## src/rtl/conv_pkg.sv

```systemverilog
//------------------------------------------------------------------------------
// conv_pkg: shared widths, tap phase type and accumulator sizing helper.
// Revision: 1.0
//------------------------------------------------------------------------------
`default_nettype none

package conv_pkg;

  localparam int PIX_W  = 8;
  localparam int KERN_W = 4;
  localparam int PROD_W = 14;

  // Most negative product: largest pixel times most negative kernel weight.
  localparam int PROD_MAG = ((2 ** PIX_W) - 1) * (2 ** (KERN_W - 1));

  typedef enum logic {
    PH_ACCUM = 1'b0,
    PH_LAST  = 1'b1
  } phase_e;

  // Smallest signed width that holds taps * (-PROD_MAG) without overflow.
  function automatic int acc_width(input int taps);
    int need;
    int w;
    need = taps * PROD_MAG;
    w    = 32;
    for (int i = 31; i >= 1; i--) begin
      if ((1 << (i - 1)) >= need) w = i;
    end
    return w;
  endfunction

endpackage

`default_nettype wire

```

## src/rtl/pixel_clamp.sv

```systemverilog
//------------------------------------------------------------------------------
// pixel_clamp: arithmetic right shift of a signed sum, clamped to unsigned pixel.
// Revision: 1.0
//------------------------------------------------------------------------------
`default_nettype none

module pixel_clamp #(
  parameter int ACC_W = 18,
  parameter int SHIFT = 0,
  parameter int PIX_W = 8
) (
  input  logic signed [ACC_W-1:0] sum,
  output logic        [PIX_W-1:0] pix,
  output logic                    sat_hi,
  output logic                    sat_lo
);

  localparam logic signed [ACC_W-1:0] C_PIX_MAX = ACC_W'((1 << PIX_W) - 1);

  logic signed [ACC_W-1:0] shifted_w;

  always_comb begin
    shifted_w = sum >>> SHIFT;
    sat_hi    = (shifted_w > C_PIX_MAX);
    sat_lo    = shifted_w[ACC_W-1];
    if (sat_hi) begin
      pix = {PIX_W{1'b1}};
    end else if (sat_lo) begin
      pix = '0;
    end else begin
      pix = shifted_w[PIX_W-1:0];
    end
  end

endmodule

`default_nettype wire

```

## src/rtl/conv_accumulator.sv

```systemverilog
//------------------------------------------------------------------------------
// conv_accumulator: sums TAPS signed products per window, emits a clamped pixel.
// Revision: 1.0
//------------------------------------------------------------------------------
`default_nettype none

module conv_accumulator #(
  parameter int TAPS   = 9,
  parameter int PROD_W = 14,
  parameter int ACC_W  = 18,
  parameter int SHIFT  = 0,
  parameter int PIX_W  = 8
) (
  input  logic                        clk,
  input  logic                        rst_n,
  input  logic                        clear,
  input  logic                        p_valid,
  input  logic signed [PROD_W-1:0]    product,
  output logic        [PIX_W-1:0]     pix_out,
  output logic                        pix_valid,
  output logic signed [ACC_W-1:0]     acc_raw,
  output logic                        sat_hi,
  output logic                        sat_lo,
  output logic [$clog2(TAPS)-1:0]     tap_cnt
);

  import conv_pkg::*;

  localparam int CNT_W = $clog2(TAPS);
  localparam logic [CNT_W-1:0] C_LAST_TAP = CNT_W'(TAPS - 1);

  if ((TAPS < 2) || (TAPS > 16)) begin : g_bad_taps
    $error("conv_accumulator: TAPS out of range 2..16");
  end
  if (ACC_W < acc_width(TAPS)) begin : g_bad_acc_w
    $error("conv_accumulator: ACC_W too narrow for TAPS worst-case sum");
  end

  logic signed [ACC_W-1:0] acc_q, acc_d;
  logic [CNT_W-1:0]        tap_cnt_q, tap_cnt_d;
  logic [PIX_W-1:0]        pix_out_q, pix_out_d;
  logic                    pix_valid_q, pix_valid_d;
  logic signed [ACC_W-1:0] acc_raw_q, acc_raw_d;
  logic                    sat_hi_q, sat_hi_d;
  logic                    sat_lo_q, sat_lo_d;

  logic signed [ACC_W-1:0] prod_ext_w;
  logic signed [ACC_W-1:0] sum_w;
  logic [PIX_W-1:0]        clamp_pix_w;
  logic                    clamp_hi_w;
  logic                    clamp_lo_w;
  phase_e                  phase_w;

  assign prod_ext_w = {{(ACC_W - PROD_W){product[PROD_W-1]}}, product};
  assign sum_w      = acc_q + prod_ext_w;
  assign phase_w    = (tap_cnt_q == C_LAST_TAP) ? PH_LAST : PH_ACCUM;

  pixel_clamp #(
    .ACC_W (ACC_W),
    .SHIFT (SHIFT),
    .PIX_W (PIX_W)
  ) u_clamp (
    .sum    (sum_w),
    .pix    (clamp_pix_w),
    .sat_hi (clamp_hi_w),
    .sat_lo (clamp_lo_w)
  );

  always_comb begin
    acc_d       = acc_q;
    tap_cnt_d   = tap_cnt_q;
    pix_out_d   = pix_out_q;
    pix_valid_d = 1'b0;
    acc_raw_d   = acc_raw_q;
    sat_hi_d    = sat_hi_q;
    sat_lo_d    = sat_lo_q;
    // Clear discards any product arriving with it, including a completing one.
    if (clear) begin
      acc_d     = '0;
      tap_cnt_d = '0;
    end else if (p_valid) begin
      if (phase_w == PH_LAST) begin
        acc_d       = '0;
        tap_cnt_d   = '0;
        pix_valid_d = 1'b1;
        acc_raw_d   = sum_w;
        pix_out_d   = clamp_pix_w;
        sat_hi_d    = clamp_hi_w;
        sat_lo_d    = clamp_lo_w;
      end else begin
        acc_d     = sum_w;
        tap_cnt_d = tap_cnt_q + CNT_W'(1);
      end
    end
  end

  always_ff @(posedge clk or negedge rst_n) begin
    if (!rst_n) begin
      acc_q       <= '0;
      tap_cnt_q   <= '0;
      pix_out_q   <= '0;
      pix_valid_q <= 1'b0;
      acc_raw_q   <= '0;
      sat_hi_q    <= 1'b0;
      sat_lo_q    <= 1'b0;
    end else begin
      acc_q       <= acc_d;
      tap_cnt_q   <= tap_cnt_d;
      pix_out_q   <= pix_out_d;
      pix_valid_q <= pix_valid_d;
      acc_raw_q   <= acc_raw_d;
      sat_hi_q    <= sat_hi_d;
      sat_lo_q    <= sat_lo_d;
    end
  end

  assign pix_out   = pix_out_q;
  assign pix_valid = pix_valid_q;
  assign acc_raw   = acc_raw_q;
  assign sat_hi    = sat_hi_q;
  assign sat_lo    = sat_lo_q;
  assign tap_cnt   = tap_cnt_q;

endmodule

`default_nettype wire

```

## config.mk

```make
export PLATFORM = sky130hd
export DESIGN_NAME = conv_accumulator
export DESIGN_NICKNAME = d
export VERILOG_FILES = /design/src/rtl/conv_pkg.sv /design/src/rtl/pixel_clamp.sv /design/src/rtl/conv_accumulator.sv
export SDC_FILE = /design/constraint.sdc
export NUM_CORES = 1
export LEC_CHECK = 0
export CAP_MARGIN = 10
export CORE_MARGIN = 1.5
export CORE_UTILIZATION = 40
export CTS_CLUSTER_SIZE = 28
export DETAILED_ROUTE_END_ITERATION = 6
export PLACE_DENSITY = 0.63
export SLEW_MARGIN = 10
export SYNTH_ARGS = -nofsm -noshare
export SYNTH_HDL_FRONTEND = slang
export SYNTH_SLANG_ARGS = --single-unit
export TNS_END_PERCENT = 20
```

## constraint.sdc

```tcl
create_clock -name clk -period 5.3 [get_ports clk]
set_input_delay 0.53 -clock clk [delete_from_list [all_inputs] [get_ports clk]]
set_output_delay 0.53 -clock clk [all_outputs]
set_load 0.01 [all_outputs]
```

==> images/met1.png <==
Scale: 4 px per um. Supply wires on this layer in grey.
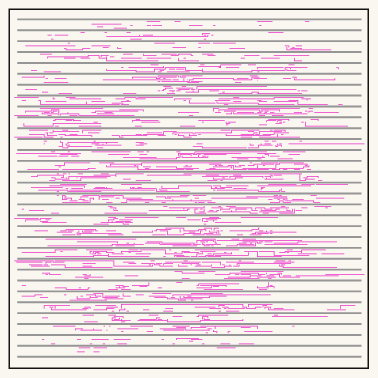
share of all routed wire: 50%
main direction: horizontal
nets with wire on the layer: 372
longest straight run: 30.4 um
wire length on this layer: 3590 um
drt total wl: 7200 um
met1 usage: 27.5%
total number of vias: 2549

==> images/gate_families.png <==
Scale: 6 px per um.
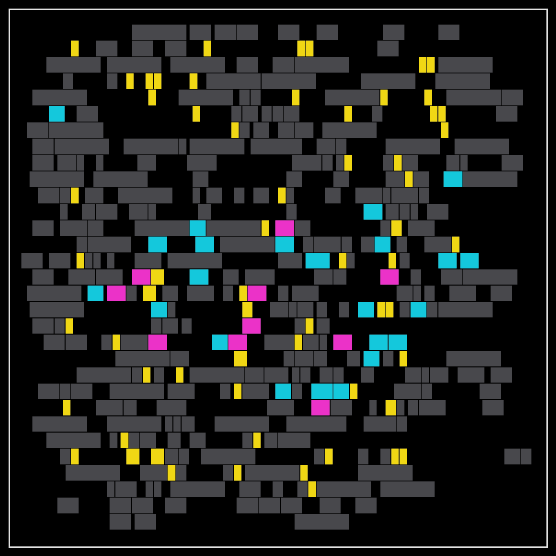
| family | colour | cells |
|---|---|---|
| XOR/XNOR gates | magenta | 10 |
| AND-OR and OR-AND gates | cyan | 23 |
| NAND gates | yellow | 61 |
dominant logic cell type in the layout: nand2_1
Layout Cells excl Fill: 470
logic share of the area: 44.7%

==> images/metal_stack.png <==
Scale: 4 px per um. Two of the layers only.
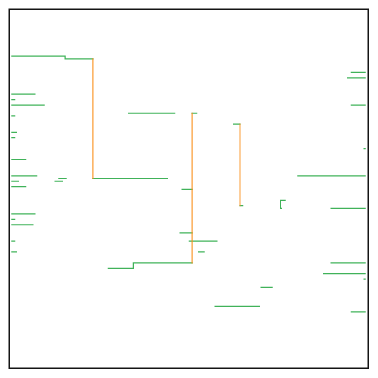
| layer | colour | wire length |
|---|---|---|
| met3 | green | 216 um |
| met4 | orange | 87.7 um |
Avg WL per Cell: 15.3 um
GRT Total Usage: 19.3%

==> run summary <==
fresh numbers from the pnr run: Top cell area share between 40% and 50%, Area Growth Syn to Fin 23.1%, hold slack a little under 0.3 ns, row count 31, fp util 41.2%, post-detail-place hpwl around 5300 um, Critical Path Sink Type flop, fraction of layout instances using a drive strength above 1 under 10%, # resized after CTS 0, Worst EP required between 5 and 6 ns, status completed, clk_lat worst skew 0.32 ns, PwrDens about 280 mW/mm^2, Setup Skew about 0.014 ns, crit path DAT between 3 and 4 ns, Netlist Area Pre-Place 0.00299 mm^2, Syn Area/Cell 9.30 um^2, vias in the first global route between 2000 and 2500, count leader, synth nand2_1, Fin. Hold Viols 0, Starting DRT DRC Count ~170, n_diodes 0, Hold-fix buffers, CTS 0, dominant cell type by area after synthesis dfrtp_1, Remaining DRCs 0, final slew viol count 0, Yosys chip area 0.00299 mm^2, Final Net Count between 400 and 500, Via density roughly 5.4, Seq/Total Area, Yosys approximately two fifths, Yosys Instances 321, cycle use final about two thirds, Top FF cell, synth dfrtp_1, final weighted congestion in routability-driven placement between 0.8 and 0.9, DIE AREA ~0.0080 mm^2, DRT Pass-1 Iters 4, Synth top cells by count nand2_1, dfrtp_1, o21ai_0, post-CTS setup buffers 0, crit path kind input port to flop, CTS Buffer Depth 2, CP Launch Type input port, CTS tree done, flip-flops with a built-in enable 0, # setup viols final 0, Tool Warnings 27, cell count after synthesis roughly 320, ys flops 50, synth top area cells dfrtp_1, ha_1, nand2_1, DIE WIDTH ~90 um, Hold WC Path Type input port to async pin, post-synth cell types 58, worst slew pin tran between 0.9 and 1 ns, static leakage between 1.5 and 2 nW, setup TNS 0 ns, Ports just over 50, Rel. slew slack a little under two fifths, clk root buf clkbuf_8, core area around 0.0073 mm^2, largest net degree at the start of global routing approximately 51, number of synthesis warnings 0, floorplan net count 359, max frequency 288 MHz, CP max FO 6, Period minus WS final about 3.5 ns, Peak VDD IR approximately 130 uV, Post-synth ARST share 100%, clock net sink count around 50, Worst-path clk slew between 0.1 and 0.15 ns, CTS buffer count 5, # port buffers roughly 50, Max Cap Violations 0, htree depth 2, RSZ-0062 raised after global routing no, initial antenna violation count 0, grt ovf 0, post-route ant nets 0, global-route wire length before repair between 10000 and 15000 um, die height around 90 um
[cells in the final DEF (no fill, tap or decap), types with 3 or more instances in the layout]
master / netlist / routed
nand2_1: 53 / 53
dfrtp_1: 50 / 50
clkdlybuf4s50_1: 0 / 49
o21ai_0: 36 / 36
a21oi_1: 19 / 19
ha_1: 19 / 19
nor2_1: 19 / 18
inv_1: 10 / 10
a21o_1: 9 / 9
a22o_1: 7 / 7
a211oi_1: 7 / 7
xor2_1: 6 / 6
nor3b_1: 5 / 5
a311oi_1: 5 / 5
clkbuf_8: 0 / 5
nand2b_1: 4 / 4
xnor2_1: 4 / 4
o211ai_1: 4 / 4
nor3_1: 4 / 4
or2_2: 3 / 3
nand3_1: 3 / 3
a31oi_1: 3 / 3
buf_4: 1 / 3
[final timing paths]
path	start	end	slack, ns	cells after the start
setup / recovery	product[0]	pix_out[1]	1.83	11
hold / removal	rst_n	acc_q[9]	0.29	2
setup reg to reg	acc_q[0]	pix_out[1]	2.13	10
hold reg to reg	acc_raw[6]	acc_raw[6]	0.49	2
max in group asynchronous	rst_n	tap_cnt[2]	4.56	2
min in group clk	acc_raw[6]	acc_raw[6]	0.49	2
[power breakdown]
group,total (W),switching [W],internal [W]
Combinational,0.000369,0.000218,0.000151
Clock,0.000246,0.000147,0.0000991
Sequential,0.000430,0.0000190,0.000411
Total,0.00105,0.000384,0.000661
[per-layer routing]
layer	vias up	track usage (%)	routed length, um
li1	1265	-	-
met1	1228	27.5	3590
met2	48	30.6	3300
met3	8	3.05	216
met4	0	5.45	87
met5	-	0	0
[cell type report]
type	count	area [um^2]
clock inverters	3	28.8
inverters	11	41.3
multi-input cells	249	1640
clock buffers	5	68.8
flip-flops and latches	50	1250
well taps	99	124
fillers	706	3580
repair buffers	53	518
[registers in the layout, summed over array words and instances, names as in the netlist]
signal / cells
sat_hi: 1
pix_valid: 1
tap_cnt: 4
acc_q: 18
pix_out: 8
acc_raw: 18
[worst max-delay path: stages]
cell	delay, ns
clkdlybuf4s50_1	0.46
ha_1	0.20
inv_1	0.07
fa_1	0.40
nand2b_1	0.18
a21o_1	0.22
and3_1	0.21
o21ai_0	0.42
o2111ai_1	0.35
nor4b_4	0.46
a311oi_1	0.16
[cells by family (layout without fill, tap and decap cells)]
group           after synthesis  in the layout  synth area share (%)
compound gates              115            115                  26.8
xor+xnor                     10             10                  2.93
fa+ha+maj                    20             20                  8.63
buf+inv                      22             72                  3.19
flops                        50             50                  41.9
mux                           2              2                 0.712
simple gates                102            102                  15.8
[per-stage QoR]
stage	total power [W]	cells	util (%)	worst slack (ns)	cell area, um^2
after floorplan	0.000693	321	-	2.43	2990
after global placement	0.000803	462	49.3	1.48	3580
after detailed placement	0.000804	462	49.3	1.47	3580
after CTS	0.00105	470	50.6	1.77	3670
after global routing	0.00111	470	50.6	1.62	3670
final	0.00105	470	50.6	1.83	3670
Power and IR drop assume default switching activity.
